**Clock routing**

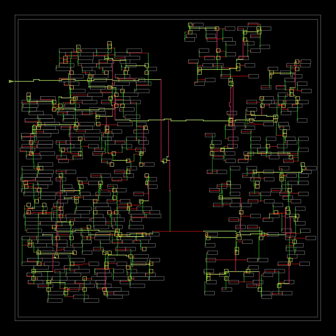
**Metal 3**

Drawn at 1.5 px/µm.
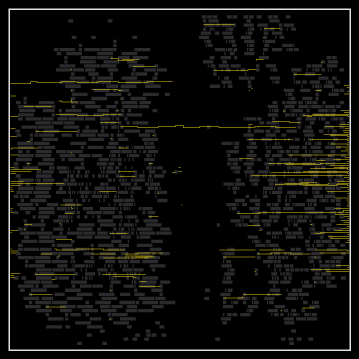
**Port wiring**

Drawn at 2 px/µm.
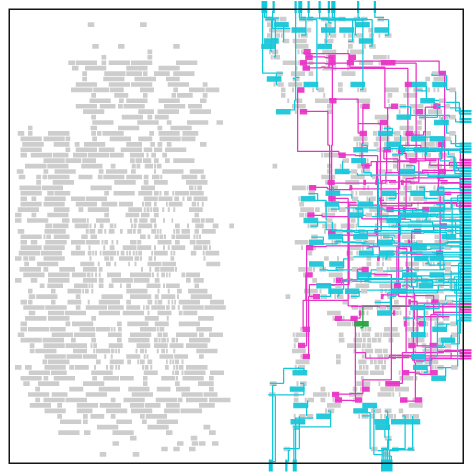
**Clock wires, drivers and flops**

Drawn at 2 px/µm.
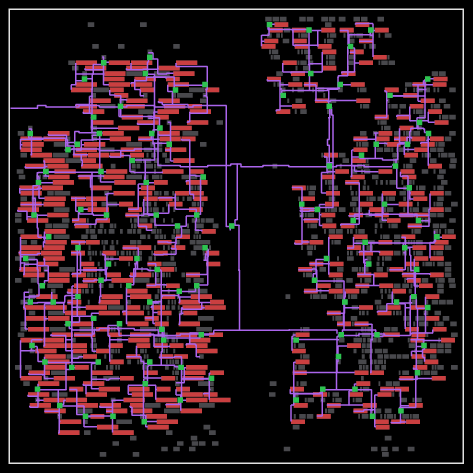
File: src/rtl/wino_io_pkg.sv
// Shared widths, derived beat counts and serialiser state type for the
// pad serdes layer in front of the Winograd core.
package wino_io_pkg;

    localparam int D_W_DEF         = 80;
    localparam int Z_W_DEF         = 40;
    localparam int PIN_W_DEF       = 16;
    localparam int POUT_W_DEF      = 8;
    localparam int OFIFO_DEPTH_DEF = 4;

    localparam int NIN  = D_W_DEF / PIN_W_DEF;
    localparam int NOUT = Z_W_DEF / POUT_W_DEF;

    // A counter over n values still needs one bit when n == 1.
    function automatic int cnt_w(input int n);
        return (n > 1) ? $clog2(n) : 1;
    endfunction

    localparam int IN_CNT_W  = cnt_w(NIN);
    localparam int OUT_CNT_W = cnt_w(NOUT);

    typedef enum logic {
        IDLE = 1'b0,
        SEND = 1'b1
    } ser_state_t;

endpackage

File: src/rtl/io_sync_fifo.sv
// Synchronous FIFO whose head word sits in a register fed by a registered
// read of the storage array; empty clears one cycle after the first write.
module io_sync_fifo #(
    parameter int WIDTH = 40,
    parameter int DEPTH = 4
) (
    input  logic             clk,
    input  logic             rst,
    input  logic             push,
    input  logic [WIDTH-1:0] push_data,
    input  logic             pop,
    output logic [WIDTH-1:0] pop_data,
    output logic             full,
    output logic             empty
);
    localparam int PW = $clog2(DEPTH);
    localparam int CW = PW + 1;

    logic [WIDTH-1:0] mem [DEPTH];
    logic [WIDTH-1:0] data_reg;
    logic [PW-1:0]    wr_ptr_reg;
    logic [PW-1:0]    rd_ptr_reg;
    logic [PW-1:0]    rd_idx;
    logic [CW-1:0]    count_reg;
    logic             head_vld_reg;
    logic             pop_ok;
    logic             push_ok;

    assign pop_ok   = pop && head_vld_reg;
    assign full     = (count_reg == CW'(DEPTH));
    assign push_ok  = push && (!full || pop_ok);
    assign rd_idx   = rd_ptr_reg + PW'(pop_ok);
    assign pop_data = data_reg;
    assign empty    = !head_vld_reg;

    always_ff @(posedge clk) begin
        if (push_ok) begin
            mem[wr_ptr_reg] <= push_data;
        end
        data_reg <= mem[rd_idx];
    end

    // The head register is valid only for words written before this edge,
    // since the array read returns the pre-write contents.
    always_ff @(posedge clk) begin
        if (rst) begin
            wr_ptr_reg   <= '0;
            rd_ptr_reg   <= '0;
            count_reg    <= '0;
            head_vld_reg <= 1'b0;
        end else begin
            if (push_ok) begin
                wr_ptr_reg <= wr_ptr_reg + 1'b1;
            end
            rd_ptr_reg   <= rd_idx;
            count_reg    <= count_reg + CW'(push_ok) - CW'(pop_ok);
            head_vld_reg <= ((count_reg - CW'(pop_ok)) != '0);
        end
    end

endmodule

File: src/rtl/wino_pad_serdes.sv
// Pad-count reduction layer: assembles narrow input beats into core D words
// and serialises buffered core Z words onto a narrow handshaked output bus.
module wino_pad_serdes
    import wino_io_pkg::*;
#(
    parameter int D_W         = D_W_DEF,
    parameter int Z_W         = Z_W_DEF,
    parameter int PIN_W       = PIN_W_DEF,
    parameter int POUT_W      = POUT_W_DEF,
    parameter int OFIFO_DEPTH = OFIFO_DEPTH_DEF
) (
    input  logic              clk,
    input  logic              rst,
    input  logic [PIN_W-1:0]  pad_din,
    input  logic              pad_din_vld,
    input  logic              pad_din_sof,
    output logic [D_W-1:0]    core_d,
    output logic              core_d_vld,
    input  logic [Z_W-1:0]    core_z,
    input  logic              core_z_vld,
    output logic [POUT_W-1:0] pad_dout,
    output logic              pad_dout_vld,
    output logic              pad_dout_sof,
    input  logic              pad_dout_rdy,
    output logic              ofifo_ovf,
    output logic              in_frame_err
);
    localparam int N_IN  = D_W / PIN_W;
    localparam int N_OUT = Z_W / POUT_W;
    localparam int ICW   = cnt_w(N_IN);
    localparam int OCW   = cnt_w(N_OUT);

    logic [ICW-1:0]  in_cnt_reg;
    logic [ICW-1:0]  in_cnt_next;
    logic [N_IN-1:0] beat_we;
    logic            word_done_reg;
    logic            word_done_next;
    logic            frame_err_set;
    logic [D_W-1:0]  asm_word;

    always_comb begin
        in_cnt_next    = in_cnt_reg;
        beat_we        = '0;
        word_done_next = 1'b0;
        frame_err_set  = 1'b0;
        if (pad_din_vld) begin
            if (pad_din_sof) begin
                beat_we[0]    = 1'b1;
                frame_err_set = (in_cnt_reg != '0);
                if (N_IN == 1) begin
                    word_done_next = 1'b1;
                    in_cnt_next    = '0;
                end else begin
                    in_cnt_next = ICW'(1);
                end
            end else if (in_cnt_reg == '0) begin
                frame_err_set = 1'b1;
            end else begin
                beat_we[in_cnt_reg] = 1'b1;
                if (in_cnt_reg == ICW'(N_IN - 1)) begin
                    word_done_next = 1'b1;
                    in_cnt_next    = '0;
                end else begin
                    in_cnt_next = in_cnt_reg + 1'b1;
                end
            end
        end
    end

    for (genvar gi = 0; gi < N_IN; gi++) begin : g_beat
        logic [PIN_W-1:0] beat_reg;
        always_ff @(posedge clk) begin
            if (rst) begin
                beat_reg <= '0;
            end else if (beat_we[gi]) begin
                beat_reg <= pad_din;
            end
        end
        assign asm_word[gi*PIN_W +: PIN_W] = beat_reg;
    end

    // The completed word is copied one edge after its last beat, so a new
    // sof beat arriving on that edge cannot corrupt it.
    always_ff @(posedge clk) begin
        if (rst) begin
            in_cnt_reg    <= '0;
            word_done_reg <= 1'b0;
            core_d        <= '0;
            core_d_vld    <= 1'b0;
            in_frame_err  <= 1'b0;
        end else begin
            in_cnt_reg    <= in_cnt_next;
            word_done_reg <= word_done_next;
            core_d_vld    <= word_done_reg;
            if (word_done_reg) begin
                core_d <= asm_word;
            end
            if (frame_err_set) begin
                in_frame_err <= 1'b1;
            end
        end
    end

    ser_state_t      state_reg;
    logic [Z_W-1:0]  shift_reg;
    logic [Z_W-1:0]  shift_next;
    logic [OCW-1:0]  out_cnt_reg;
    logic [Z_W-1:0]  fifo_data;
    logic            fifo_full;
    logic            fifo_empty;
    logic            fifo_pop;
    logic            beat_xfer;
    logic            last_beat;

    assign beat_xfer  = (state_reg == SEND) && pad_dout_rdy;
    assign last_beat  = (out_cnt_reg == OCW'(N_OUT - 1));
    assign fifo_pop   = !fifo_empty && ((state_reg == IDLE) || (beat_xfer && last_beat));
    assign shift_next = shift_reg >> POUT_W;

    io_sync_fifo #(
        .WIDTH (Z_W),
        .DEPTH (OFIFO_DEPTH)
    ) u_ofifo (
        .clk       (clk),
        .rst       (rst),
        .push      (core_z_vld),
        .push_data (core_z),
        .pop       (fifo_pop),
        .pop_data  (fifo_data),
        .full      (fifo_full),
        .empty     (fifo_empty)
    );

    always_ff @(posedge clk) begin
        if (rst) begin
            state_reg    <= IDLE;
            shift_reg    <= '0;
            out_cnt_reg  <= '0;
            pad_dout     <= '0;
            pad_dout_vld <= 1'b0;
            pad_dout_sof <= 1'b0;
            ofifo_ovf    <= 1'b0;
        end else begin
            if (core_z_vld && fifo_full && !fifo_pop) begin
                ofifo_ovf <= 1'b1;
            end
            if (fifo_pop) begin
                // Covers both the idle start and the bubble-free reload.
                state_reg    <= SEND;
                shift_reg    <= fifo_data;
                out_cnt_reg  <= '0;
                pad_dout     <= fifo_data[POUT_W-1:0];
                pad_dout_vld <= 1'b1;
                pad_dout_sof <= 1'b1;
            end else if (beat_xfer) begin
                if (last_beat) begin
                    state_reg    <= IDLE;
                    pad_dout_vld <= 1'b0;
                    pad_dout_sof <= 1'b0;
                end else begin
                    out_cnt_reg  <= out_cnt_reg + 1'b1;
                    shift_reg    <= shift_next;
                    pad_dout     <= shift_next[POUT_W-1:0];
                    pad_dout_sof <= 1'b0;
                end
            end
        end
    end

endmodule

File: config.mk
export PLATFORM = sky130hd
export DESIGN_NAME = wino_pad_serdes
export DESIGN_NICKNAME = d
export VERILOG_FILES = /design/src/rtl/wino_io_pkg.sv /design/src/rtl/io_sync_fifo.sv /design/src/rtl/wino_pad_serdes.sv
export SDC_FILE = /design/constraint.sdc
export NUM_CORES = 1
export LEC_CHECK = 0
export CORE_MARGIN = 2
export CORE_UTILIZATION = 30
export CTS_BUF_LIST = sky130_fd_sc_hd__clkbuf_4
export DETAILED_ROUTE_END_ITERATION = 10
export PLACE_DENSITY = 0.56
export SLEW_MARGIN = 20
export SYNTH_ARGS = -nofsm -noshare
export SYNTH_HDL_FRONTEND = slang
export SYNTH_SLANG_ARGS = --single-unit
File: constraint.sdc
create_clock -name clk -period 6.8 [get_ports clk]
set_input_delay 1.36 -clock clk [delete_from_list [all_inputs] [get_ports clk]]
set_output_delay 1.36 -clock clk [all_outputs]
set_load 0.02 [all_outputs]
==> flow_summary_export.csv <==
group,metric,value,unit
status,status,"complete, no violations",
yosys,ys_seq_share,0.675,
global_routing,antenna_found_initial,2,
global_routing,grt_max_degree,89,
worst_hold_path,hp-class,"flop to flop",
power,sequentialPower,3160,µW
placement,place_inst,1875,
route,wl_met3,2.22,mm
route,firstDrtPassIters,4,
global_routing,grt_usage,0.133,
yosys,ys_sh_mux,0.161,
sta,finalMaxSlewViolations,0,
clocking,cts.htree.levels,3,
layout,mostFrequentLayoutCell,"dfxtp_1",
floorplanning,core_area,48800,µm²
layout,area.sequential,10000,µm²
power,leakage,0.00696,µW
layout,comb_cells,608,
global_routing,busiest_layer,"met2",
power,pg_comb,1210,µW
route,drc_errors,0,
yosys,synthTopCellsByCount,"dfxtp_1 (260), nor2_1 (256), edfxtp_1 (160)",
sta,fin_ws,2.49,ns
power,swShare,0.274,
layout,num-fill-cells,4787,
critical_path,path_cells,"clkdlybuf4s50_1 > nand3_1 > a21bo_2 > inv_1 > ha_2 > xor2_4 > buf_4 > mux4_2",
yosys,fp_nets,1197,
layout,antenna_cells,5,
floorplanning,tap_cells,664,
critical_path,crit_slowest_cell,"xor2_4",
sta,rsz0062_at_grt,"false",
critical_path,worst_r2r_path_depth,9,
clocking,cts_setup_buffers,0,
power,combinationalPowerShare,0.184,
sta,worst_pin_slew,0.912,ns
About 'clock routing':
# clk buffers: 180
clock skew: 0.0373 ns
clk ins delay skew pair: 0.86 ns
Sink Count: 420
cts bufs inserted: 109

About 'metal 3':
- main direction: horizontal
- share of all routed wire: 6.6%
met3 usage in global routing: 0.0490
vias after detailed routing: 9090
WL final: 33.6 mm

About 'port wiring':
- green: in_frame_err (bits 1; direction output; edge right; end cells 1; buffers 1; wire 61.3 µm)
- cyan: core_d (bits 80; direction output; edge 55 right, 14 top, 11 bottom; end cells 80; buffers 80; wire 3400 µm)
- magenta: pad_din (bits 16; direction input; edge right; end cells 80; buffers 16; wire 2840 µm)
IO Port Bufs: 154
IO Pins: 155

About 'clock wires, drivers and flops':
- green: clock-net drivers (count 109)
- purple: clock wires (length 5780 µm)
- red: flip-flops (count 420)
- routed clock nets: 110
Clock power frac: 0.334
clk pwr: 2190 µW

Power figures rest on the tool's default switching activity, not on a simulated workload.
